**config.mk**
```make
export PLATFORM = sky130hd
export DESIGN_NAME = tim_apb_arb
export DESIGN_NICKNAME = d
export VERILOG_FILES = /design/src/rtl/tim_apb_arb.sv
export SDC_FILE = /design/constraint.sdc
export NUM_CORES = 1
export LEC_CHECK = 0
export CAP_MARGIN = 20
export CORE_MARGIN = 1.5
export CORE_UTILIZATION = 48
export CTS_BUF_LIST = sky130_fd_sc_hd__clkbuf_8
export DETAILED_ROUTE_END_ITERATION = 7
export PLACE_DENSITY = 0.89
export SLEW_MARGIN = 20
export SYNTH_ARGS = -nofsm -noshare
export SYNTH_HDL_FRONTEND = slang
export SYNTH_SLANG_ARGS = --single-unit
```
**constraint.sdc**
```tcl
create_clock -name sys_clk -period 5.44 [get_ports sys_clk]
set_clock_uncertainty 0.05 [all_clocks]
set_input_delay 0.816 -clock sys_clk [delete_from_list [all_inputs] [get_ports sys_clk]]
set_output_delay 0.816 -clock sys_clk [all_outputs]
set_load 0.1 [all_outputs]
```
**src/rtl/tim_apb_arb.sv**
```systemverilog
// Two-requester round-robin arbiter in front of one APB timer slave.
// Ports: sys_clk/sys_rst; rq0_*/rq1_* requesters; tim_* APB master; arb_busy.
module tim_apb_arb #(
  parameter int unsigned TIMEOUT_CYC = 16
) (
  input  logic        sys_clk,
  input  logic        sys_rst,
  input  logic        rq0_req,
  input  logic        rq0_write,
  input  logic [11:0] rq0_addr,
  input  logic [31:0] rq0_wdata,
  input  logic [3:0]  rq0_strb,
  output logic        rq0_ack,
  output logic [31:0] rq0_rdata,
  output logic        rq0_err,
  input  logic        rq1_req,
  input  logic        rq1_write,
  input  logic [11:0] rq1_addr,
  input  logic [31:0] rq1_wdata,
  input  logic [3:0]  rq1_strb,
  output logic        rq1_ack,
  output logic [31:0] rq1_rdata,
  output logic        rq1_err,
  output logic        tim_psel,
  output logic        tim_penable,
  output logic        tim_pwrite,
  output logic [11:0] tim_paddr,
  output logic [31:0] tim_pwdata,
  output logic [3:0]  tim_pstrb,
  input  logic [31:0] tim_prdata,
  input  logic        tim_pready,
  input  logic        tim_pslverr,
  output logic        arb_busy
);

  typedef enum logic [1:0] {
    IDLE,
    SETUP,
    ACCESS,
    DONE
  } state_e;

  localparam logic [7:0] TO_LAST = 8'(TIMEOUT_CYC - 1);

  state_e      state_q, state_d;
  logic        ptr_q, ptr_d;
  logic        gnt_q, gnt_d;
  logic [7:0]  cnt_q, cnt_d;
  logic        psel_q, psel_d;
  logic        penable_q, penable_d;
  logic        pwrite_q, pwrite_d;
  logic [11:0] paddr_q, paddr_d;
  logic [31:0] pwdata_q, pwdata_d;
  logic [3:0]  pstrb_q, pstrb_d;
  logic [1:0]  ack_q, ack_d;
  logic [1:0]  err_q, err_d;
  logic [31:0] rdata0_q, rdata0_d;
  logic [31:0] rdata1_q, rdata1_d;
  logic        busy_q, busy_d;

  logic        win;
  logic        fin_err;
  logic [31:0] fin_rdata;

  always_comb begin
    state_d   = state_q;
    ptr_d     = ptr_q;
    gnt_d     = gnt_q;
    cnt_d     = cnt_q;
    psel_d    = psel_q;
    penable_d = penable_q;
    pwrite_d  = pwrite_q;
    paddr_d   = paddr_q;
    pwdata_d  = pwdata_q;
    pstrb_d   = pstrb_q;
    ack_d     = 2'b00;
    err_d     = err_q;
    rdata0_d  = rdata0_q;
    rdata1_d  = rdata1_q;
    win       = 1'b0;
    fin_err   = 1'b0;
    fin_rdata = '0;
    unique case (state_q)
      IDLE: begin
        if (rq0_req || rq1_req) begin
          // rq1 wins if alone, or on a tie when the pointer favours it
          win      = rq1_req && (!rq0_req || ptr_q);
          gnt_d    = win;
          ptr_d    = !win;
          cnt_d    = '0;
          psel_d   = 1'b1;
          pwrite_d = win ? rq1_write : rq0_write;
          paddr_d  = win ? rq1_addr : rq0_addr;
          pwdata_d = pwrite_d ? (win ? rq1_wdata : rq0_wdata) : '0;
          pstrb_d  = pwrite_d ? (win ? rq1_strb : rq0_strb) : '0;
          state_d  = SETUP;
        end
      end
      SETUP: begin
        penable_d = 1'b1;
        state_d   = ACCESS;
      end
      ACCESS: begin
        if (tim_pready || cnt_q == TO_LAST) begin
          // a ready in the final counted cycle still completes normally
          fin_rdata = (tim_pready && !pwrite_q) ? tim_prdata : '0;
          fin_err   = tim_pready ? tim_pslverr : 1'b1;
          ack_d     = gnt_q ? 2'b10 : 2'b01;
          if (gnt_q) begin
            rdata1_d = fin_rdata;
            err_d[1] = fin_err;
          end else begin
            rdata0_d = fin_rdata;
            err_d[0] = fin_err;
          end
          psel_d    = 1'b0;
          penable_d = 1'b0;
          pwrite_d  = 1'b0;
          paddr_d   = '0;
          pwdata_d  = '0;
          pstrb_d   = '0;
          state_d   = DONE;
        end else begin
          cnt_d = cnt_q + 8'd1;
        end
      end
      DONE: begin
        state_d = IDLE;
      end
      default: begin
        state_d = IDLE;
      end
    endcase
    busy_d = (state_d != IDLE);
  end

  always_ff @(posedge sys_clk) begin
    if (sys_rst) begin
      state_q   <= IDLE;
      ptr_q     <= 1'b0;
      gnt_q     <= 1'b0;
      cnt_q     <= '0;
      psel_q    <= 1'b0;
      penable_q <= 1'b0;
      pwrite_q  <= 1'b0;
      paddr_q   <= '0;
      pwdata_q  <= '0;
      pstrb_q   <= '0;
      ack_q     <= '0;
      err_q     <= '0;
      rdata0_q  <= '0;
      rdata1_q  <= '0;
      busy_q    <= 1'b0;
    end else begin
      state_q   <= state_d;
      ptr_q     <= ptr_d;
      gnt_q     <= gnt_d;
      cnt_q     <= cnt_d;
      psel_q    <= psel_d;
      penable_q <= penable_d;
      pwrite_q  <= pwrite_d;
      paddr_q   <= paddr_d;
      pwdata_q  <= pwdata_d;
      pstrb_q   <= pstrb_d;
      ack_q     <= ack_d;
      err_q     <= err_d;
      rdata0_q  <= rdata0_d;
      rdata1_q  <= rdata1_d;
      busy_q    <= busy_d;
    end
  end

  assign tim_psel    = psel_q;
  assign tim_penable = penable_q;
  assign tim_pwrite  = pwrite_q;
  assign tim_paddr   = paddr_q;
  assign tim_pwdata  = pwdata_q;
  assign tim_pstrb   = pstrb_q;
  assign rq0_ack     = ack_q[0];
  assign rq1_ack     = ack_q[1];
  assign rq0_err     = err_q[0];
  assign rq1_err     = err_q[1];
  assign rq0_rdata   = rdata0_q;
  assign rq1_rdata   = rdata1_q;
  assign arb_busy    = busy_q;

endmodule

```
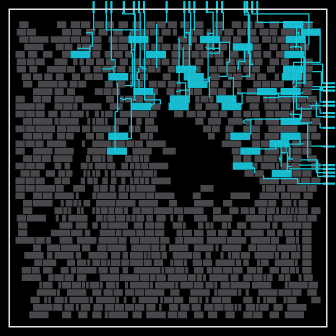
**Above:** run 1 (port wiring).
[tim_pwdata] cyan | bits: 32 | direction: output | edge: 18 top, 14 right | end cells: 32 | wire: 1080 um
IO Pins: 256
PortBufs: 255

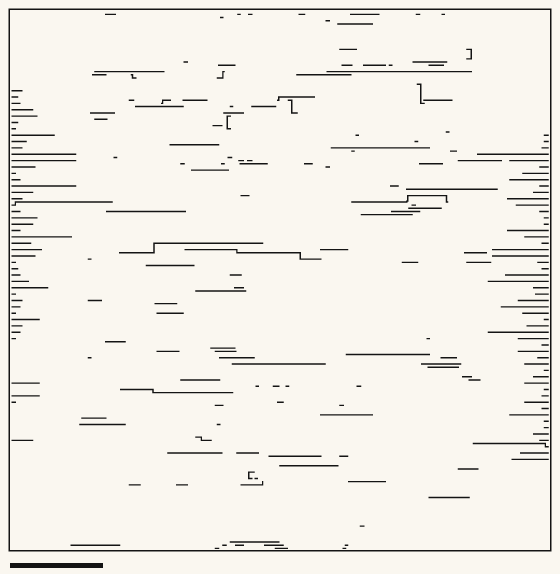
**Above:** run 1 (met3 routing).
Scale bar: 20 um.
main direction: horizontal
share of all routed wire: 5.9%
longest straight run: 30.8 um
nets with wire on the layer: 174
Via Count: 6342
final WL: 19600 um
met3 Track Usage GR: 6.54%

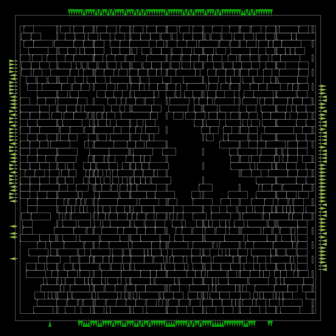
**Above:** run 1 (placement view).
row cnt: 40
tap cells: 168
tally of non-filler cells in the final layout: 1024
Layout Utilization: 74.1%

==> qor.yml, run 1 <==
yosys:
  synth_area_mm2: 0.00608
  yosysMostFrequentCell: "dfxtp_1"
  synth_seq_share_pct: 43.5
  edf_count: 0
  yosysChipArea_mm2: 0.00608
  yosys-top-cells-count: "dfxtp_1, nand2_1, clkbuf_1"
  async_flop_share_pct: 0
clock_tree:
  htree_levels: 4
  path_clk_slew_ps: 70
  clk_latency_ps: 440
  post_cts_resize_count: 0
  cts_root_buffer: "clkbuf_8"
  clock-sinks: 132
  numCtsBuffers: 17
worst_setup_path:
  rr_worst_depth: 7
  worstPathRequired_ps: 5720
  crit_path_start_kind: "input port"
  endpoint: "tim_pwdata[18]"
  cp_max_fo: 53
  crit_chain: "clkdlybuf4s50_1 -> buf_4 -> or3b_1 -> o21a_2 -> buf_4 -> a21oi_1 -> a311oi_1"
  max_stage_delay_ps: 920
  timing.rr.end: "tim_pwdata[18]"
power_and_ir_drop:
  vdd_ir_drop_max_v: 0.000422
  p_per_area_mw_per_mm2: 498
placed_design:
  dp_slack_ps: 1520
  place.gp.congestion: 0.843
route:
  viasPerCell: 6.19
  drt_iter0_markers: 559
cells_and_area:
  syn2layout_area_growth_pct: 48.4
  drive_gt1_share_pct: 11.4
floorplanning:
  fp_util_pct: 50.0
  fp.coreArea_mm2: 0.0122
timing:
  finalSetupViolCount: 0
  fin_crit_sh_pct: 62.7
  tns_ps: 0
  rsz0062_at_grt: "no"
outcome:
  status: "complete, no violations"
flow_run:
  log.warning_count: 28
==> run 1: registers in the layout (all words and copies together) (netlist names) <==
register / cells
rq0_rdata: 32
rq1_rdata: 32
tim_pwdata: 32
tim_paddr: 12
cnt_q: 8
tim_pstrb: 4
ack_q: 2
err_q: 2
state_q: 2
arb_busy: 1
gnt_q: 1
ptr_q: 1
tim_penable: 1
tim_psel: 1
tim_pwrite: 1
==> run 1: metrics by stage <==
stage                     std cells  hold slack, ps  total power, mW
after floorplan                 641             409             3.09
after global placement          991             386             3.59
after detailed placement        991             396             3.64
after CTS                      1023             411             4.48
after global routing           1024             425             4.67
final                          1024             412             4.49
==> run 1: final cells by class <==
type	count	area [um^2]	area share, %
Multi-Input combinational cell	419	3090	34.3
Clock inverter	10	104	1.15
Inverter	9	33.8	0.375
Clock buffer	22	303	3.36
Sequential cell	132	2640	29.3
Timing Repair Buffer	264	2630	29.2
Tap cell	168	210	2.33
==> run 1: routing by layer <==
metal	up-vias	routed length, um	GRT usage (%)
li1	2919	-	-
met1	3050	7680	33.7
met2	306	9920	48.8
met3	67	1160	6.54
met4	0	856	16.0
met5	-	0	0
==> run 1: cells in the final DEF, fill, tap and decap left out, types with 3 or more instances in the layout <==
cell / instances
and3_1: 3
nand3_1: 4
and4_1: 38
mux2i_1: 45
nand4_1: 6
a31o_2: 32
inv_1: 7
a211oi_1: 3
o41ai_1: 4
a21oi_1: 43
o21ai_0: 5
nand2_1: 72
dfxtp_1: 132
clkdlybuf4s50_1: 253
ha_1: 4
a41oi_1: 37
clkinv_2: 5
o311ai_0: 3
o211ai_1: 4
a311oi_2: 10
o2bb2ai_1: 8
o31ai_1: 3
buf_4: 8
a311oi_1: 28
nor2_1: 8
clkbuf_8: 22
nor4_1: 33
nand2_2: 3
==> run 1: cell families (layout without fill, tap and decap cells) <==
family | Yosys count | in the layout | share of synthesized area [%]
compound gates | 193 | 193 | 25.4
fa+ha+maj | 4 | 4 | 0.824
buf+inv | 90 | 305 | 6.36
flops | 132 | 132 | 43.5
mux | 45 | 45 | 7.41
simple gates | 177 | 177 | 16.5
==> run 1: report_power, final <==
| group | switching, mW | leakage, nW | internal [mW] | total [mW] |
|---|---|---|---|---|
| clock | 0.370 | 0.212 | 0.462 | 0.832 |
| combinational | 1.79 | 1.85 | 0.636 | 2.43 |
| sequential | 0.0968 | 1.08 | 1.13 | 1.23 |
==> run 1: critical path: cells and delay by family <==
family                 cells  cell delay, ps
buffers and inverters      3            1200
AOI/OAI and AO/OA          3            1340
and+or+nand+nor            1             310
==> run 1: worst min-delay path by stage <==
stage / from / end / slack, ps
floorplan: cnt_q[7] / cnt_q[7] / 410
global placement: tim_psel / tim_psel / 390
detailed placement: tim_psel / tim_psel / 400
CTS: rq0_rdata[29] / rq0_rdata[29] / 410
global route: rq0_rdata[13] / rq0_rdata[13] / 430
finish: rq0_rdata[4] / rq0_rdata[4] / 410
**Run 1: cell density map**

12 x 12 tiles, from black (low) to pale yellow (high), 0 to 100% covered.
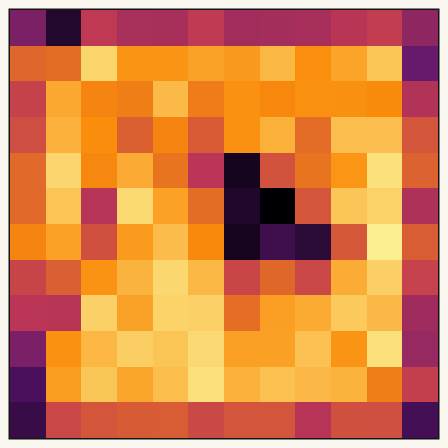

==> run 1 -> run 2 <==
--- a/config.mk
+++ b/config.mk
@@ -7,10 +7,10 @@
 export LEC_CHECK = 0
 export CAP_MARGIN = 20
 export CORE_MARGIN = 1.5
-export CORE_UTILIZATION = 48
+export CORE_UTILIZATION = 44
 export CTS_BUF_LIST = sky130_fd_sc_hd__clkbuf_8
 export DETAILED_ROUTE_END_ITERATION = 7
-export PLACE_DENSITY = 0.89
+export PLACE_DENSITY = 0.82
 export SLEW_MARGIN = 20
 export SYNTH_ARGS = -nofsm -noshare
 export SYNTH_HDL_FRONTEND = slang
==> constraint.sdc (replaced) <==
create_clock -name sys_clk -period 3.2 [get_ports sys_clk]
set_clock_uncertainty 0.05 [all_clocks]
set_input_delay 0.48 -clock sys_clk [delete_from_list [all_inputs] [get_ports sys_clk]]
set_output_delay 0.48 -clock sys_clk [all_outputs]
set_load 0.1 [all_outputs]
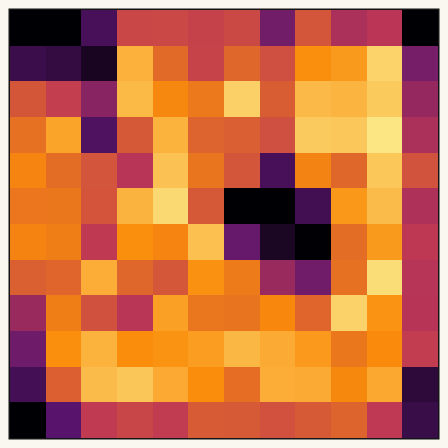
**Above:** run 2 (cell density map).
12 x 12 tiles, from black (low) to pale yellow (high), 0 to 100% covered.
emptiest ninth of the die: upper left
nearly empty tiles: 4.9%
tiles over 75% full: 31%
fullest tile: 95%
Starting Density: 45.5%
core area: 0.0133 mm^2
Layout Utilization: 66.1%

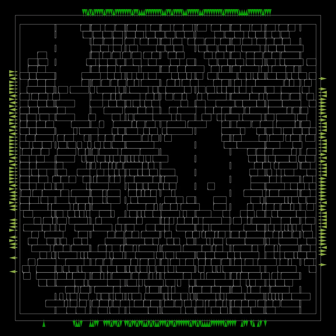
**Above:** run 2 (placement view).
row cnt: 42
# fillers: 1092
tap cells: 176

==> run 2 against run 1 <==
  * Synthesized area did not move
  * Sequential share of layout area rose by 0.64 points
  * Clock power rose by 74%
  * Total power rose by 70%
  * First-iteration DRC count rose by 18%
  * Sequential cell count did not move
  * Global-route usage fell by 2.7 points
  * Highest routed layer unchanged
  * Register-to-register slack got worse by 1700 ps
==> qor.yml, run 2 <==
yosys:
  edf_count: 0
  synth_seq_share_pct: 43.5
  synth_area_mm2: 0.00608
  async_flop_share_pct: 0
  yosysMostFrequentCell: "dfxtp_1"
route:
  viasPerCell: 6.06
timing:
  tns_ps: 0
  fin_crit_sh_pct: 79.9
placed_design:
  place.gp.congestion: 0.818
cells_and_area:
  lay_top_cells: "clkdlybuf4s50_1, buf_4, dfxtp_1"
  fin_cells: 1043
  drive_gt1_share_pct: 25.1
  final_common_cell: "clkdlybuf4s50_1"
clock_tree:
  post_cts_resize_count: 0
  clock-sinks: 132
outcome:
  status: "complete, no violations"
power_and_ir_drop:
  p_int_mw: 3.77
  p_clk_share_pct: 19.0
  switchingPower_mw: 3.84
  p_seq_share_pct: 27.4
worst_setup_path:
  path_buffers: 2
  path_depth: 6
  critical-path-top-delay-family: "AND-OR/OR-AND gates"
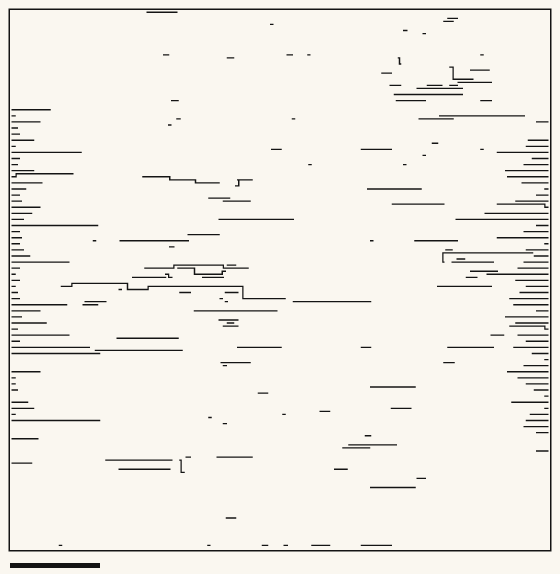
**Above:** run 2 (met3 routing).
Scale bar: 20 um.
share of all routed wire: 6.1%
main direction: horizontal
wire length on this layer: 1190 um
Via Count: 6325
final WL: 19500 um
met3 Track Usage GR: 5.71%

run 2: kinds of logic (layout without fill, tap and decap cells):
family | Yosys count | after routing | share of synthesized area (%)
compound gates | 193 | 193 | 25.4
simple gates | 177 | 177 | 16.5
flops | 132 | 132 | 43.5
buf+inv | 90 | 316 | 6.36
mux | 45 | 45 | 7.41
fa+ha+maj | 4 | 4 | 0.824
run 2: layout make-up:
| cell class | count | area (um^2) | area share (%) |
|---|---|---|---|
| multi-input cells | 419 | 3080 | 34.9 |
| flip-flops and latches | 132 | 2640 | 29.9 |
| repair buffers | 275 | 2430 | 27.6 |
| clock buffers | 20 | 275 | 3.12 |
| well taps | 176 | 220 | 2.50 |
| clock inverters | 12 | 138 | 1.56 |
| inverters | 9 | 33.8 | 0.383 |
run 2: per-stage QoR:
stage / hold slack, ps / area [um^2] / worst slack [ps] / power (mW)
floorplan: 409 / 6080 / 1210 / 5.25
global placement: 390 / 8390 / 561 / 6.04
detailed placement: 397 / 8390 / 405 / 6.16
CTS: 281 / 8800 / 384 / 7.61
global route: 296 / 8830 / 443 / 7.94
finish: 308 / 8830 / 642 / 7.62
run 2: worst paths after layout:
check                                   start        endpoint  slack, ps
worst max-delay path               state_q[0]  tim_pwdata[19]        640
worst min-delay path                  sys_rst        err_q[1]        310
worst max register to register     state_q[0]  tim_pwdata[19]        640
worst min register to register  rq0_rdata[24]   rq0_rdata[24]        410
run 2: routing by layer:
layer	vias up	track usage, %	routed length [um]
li1	2938	-	-
met1	3053	32.3	7890
met2	279	43.3	9840
met3	55	5.71	1190
met4	0	12.3	615
met5	-	0	0
run 2: power groups by stage:
stage               sequential [mW]  combinational, mW  clock (mW)
global placement               2.11               3.93           0
finish                         2.09               4.08        1.45
CTS                            2.09               4.05        1.48
detailed placement             2.12               4.04           0
floorplan                      3.86               1.38           0
global route                   2.12               4.26        1.56
==> run 2 -> run 3 <==
==> constraint.sdc (replaced) <==
create_clock -name sys_clk -period 2.5 [get_ports sys_clk]
set_clock_uncertainty 0.05 [all_clocks]
set_input_delay 0.375 -clock sys_clk [delete_from_list [all_inputs] [get_ports sys_clk]]
set_output_delay 0.375 -clock sys_clk [all_outputs]
set_load 0.1 [all_outputs]
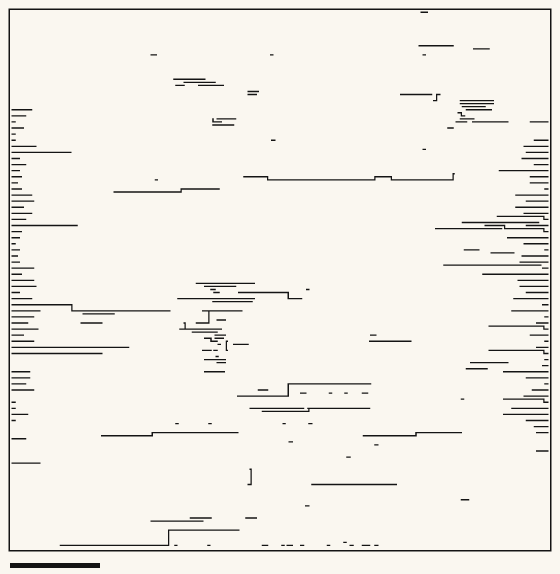
**Above:** run 3 (met3 routing).
Scale bar: 20 um.
longest straight run: 26.0 um
share of all routed wire: 6.0%
wire length on this layer: 1150 um
met3 Track Usage GR: 5.80%
Via Count: 6288

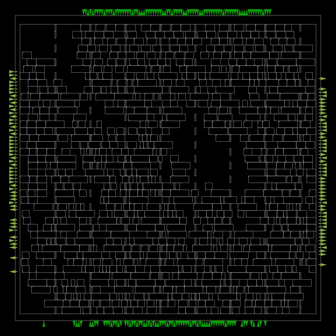
**Above:** run 3 (placement view).
Flops: 132
Layout Utilization: 66.9%
# fillers: 1110
flop share of the area: 29.6%

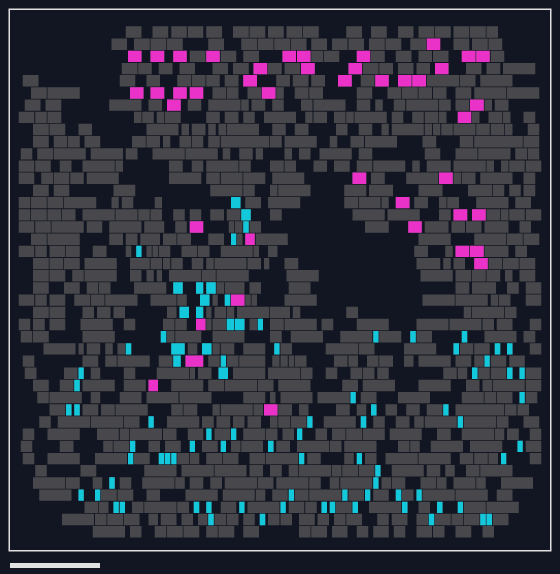
**Above:** run 3 (gate families picked out).
Scale bar: 20 um.
[and/or cells] magenta | cells: 43
[nand cells] cyan | cells: 87

==> run 3 against run 2 <==
  * Sequential power up 28%
  * Global-route usage down 0.30 points
  * Sequential share of layout area decreased by 0.35 points
  * Sequential cell count stayed put
  * Final cell count up 0.67%
  * Largest power group unchanged
  * Die area unchanged
  * Largest cell class unchanged
  * Utilization up 0.79 points
  * Critical path depth decreased by 1
  * Via count shrank 0.58%
  * Non-clock buffer count rose by 7
  * Wire length fell by 1.0%
==> qor.yml, run 3 <==
timing:
  tns_ps: 0
  worst_slack_ps: 359
  rsz0062_at_grt: "no"
yosys:
  yosys-top-cells-count: "dfxtp_1, nand2_1, clkbuf_1"
  yosysChipArea_mm2: 0.00608
  async_flop_share_pct: 0
hold_path:
  hold_end: "gnt_q"
  hp-start: "sys_rst"
clock_tree:
  clock-sinks: 132
  clk_latency_ps: 440
  htree_levels: 4
worst_setup_path:
  timing.rr.end: "tim_pwdata[19]"
  worstPathRequired_ps: 2780
  r2r_start: "cnt_q[4]"
  crit_path_start_kind: "flop"
power_and_ir_drop:
  p_per_area_mw_per_mm2: 1110
  switchingPower_mw: 4.97
  p_int_mw: 4.95
  p_clk_share_pct: 19.6
route:
  drt_iter0_markers: 616
floorplanning:
  fp_util_pct: 45.5
  fp.coreArea_mm2: 0.0133
  num_rows: 42
flow_run:
  log.warning_count: 28
placed_design:
  dp_slack_ps: 87.8
  port_buffers: 255
cells_and_area:
  logic_area_mm2: 0.00308
  final_common_cell: "buf_4"
outcome:
  status: "complete, no violations"
run 3: cell types whose count changed in the layout (fill, tap and decap cells not counted):
cell             delta
buf_12              +5
buf_16              -1
buf_4               +9
clkbuf_8            +1
clkdlybuf4s50_1     -6
clkinv_2            -2
clkinv_4            +1
clkinvlp_4          +2
inv_1               -3
inv_6               +1
o21ai_0             +1
o21ai_1             -1
run 3: how the worst max path moves through the flow:
stage	startpoint	end	slack, ps	depth (start not counted)
floorplan	state_q[0]	tim_paddr[10]	510	9
global placement	rq1_req	tim_pwdata[25]	240	6
detailed placement	rq1_req	tim_pwdata[2]	90	6
CTS	cnt_q[4]	tim_pwdata[19]	370	5
global route	state_q[0]	tim_pwdata[19]	190	7
finish	cnt_q[4]	tim_pwdata[19]	360	5
run 3: logic make-up (layout without fill, tap and decap cells):
family,Yosys count,count (layout),share of synthesized area [%]
flip-flops,132,132,43.5
multiplexers,45,45,7.41
AND-OR/OR-AND,193,193,25.4
buffers and inverters,90,323,6.36
adder cells (fa/ha/maj),4,4,0.824
AND/OR/NAND/NOR,177,177,16.5
run 3: power groups by stage:
stage / Sequential (mW) / Clock, mW / Combinational, mW
after CTS: 2.67 / 1.98 / 5.30
after detailed placement: 2.71 / 0 / 5.29
after global routing: 2.71 / 2.07 / 5.55
final: 2.67 / 1.94 / 5.31
after floorplan: 4.95 / 0 / 1.77
after global placement: 2.70 / 0 / 5.15
run 3: cell type report:
| type | count | area share, % |
|---|---|---|
| flip-flops and latches | 132 | 29.6 |
| repair buffers | 282 | 28.1 |
| clock inverters | 11 | 1.67 |
| multi-input cells | 419 | 34.5 |
| inverters | 9 | 0.378 |
| well taps | 176 | 2.47 |
| clock buffers | 21 | 3.24 |
run 3: metal layers:
| metal | share of wire, % | GRT usage [%] | vias to the layer above |
|---|---|---|---|
| met1 | 42 | 32.2 | 3017 |
| met4 | 3.1 | 12.3 | 0 |
| met3 | 6.0 | 5.80 | 51 |
| met5 | 0 | 0 | - |
| li1 | - | - | 2948 |
| met2 | 49 | 42.3 | 272 |
run 3: critical path, stage by stage (launching register included):
cell and delay [ps]:
dfxtp_1 400, or4_4 550, o21ai_4 240, buf_12 320
a21oi_1 130, a311oi_1 310
run 3: metrics by stage:
| step | hold slack, ps | instance area, um^2 | utilization (%) | std cells | power [mW] |
|---|---|---|---|---|---|
| 2_1_floorplan | 409 | 6080 | - | 641 | 6.71 |
| 6_report | 236 | 8930 | 66.9 | 1050 | 9.92 |
| 4_1_cts | 205 | 8930 | 66.9 | 1050 | 9.95 |
| 3_5_place_dp | 393 | 8490 | 63.6 | 1018 | 7.99 |
| 5_1_grt | 244 | 8930 | 66.9 | 1050 | 10.3 |
| 3_3_place_gp | 390 | 8490 | 63.6 | 1018 | 7.85 |
No activity file was given, so power comes from the tool's default toggle rates.
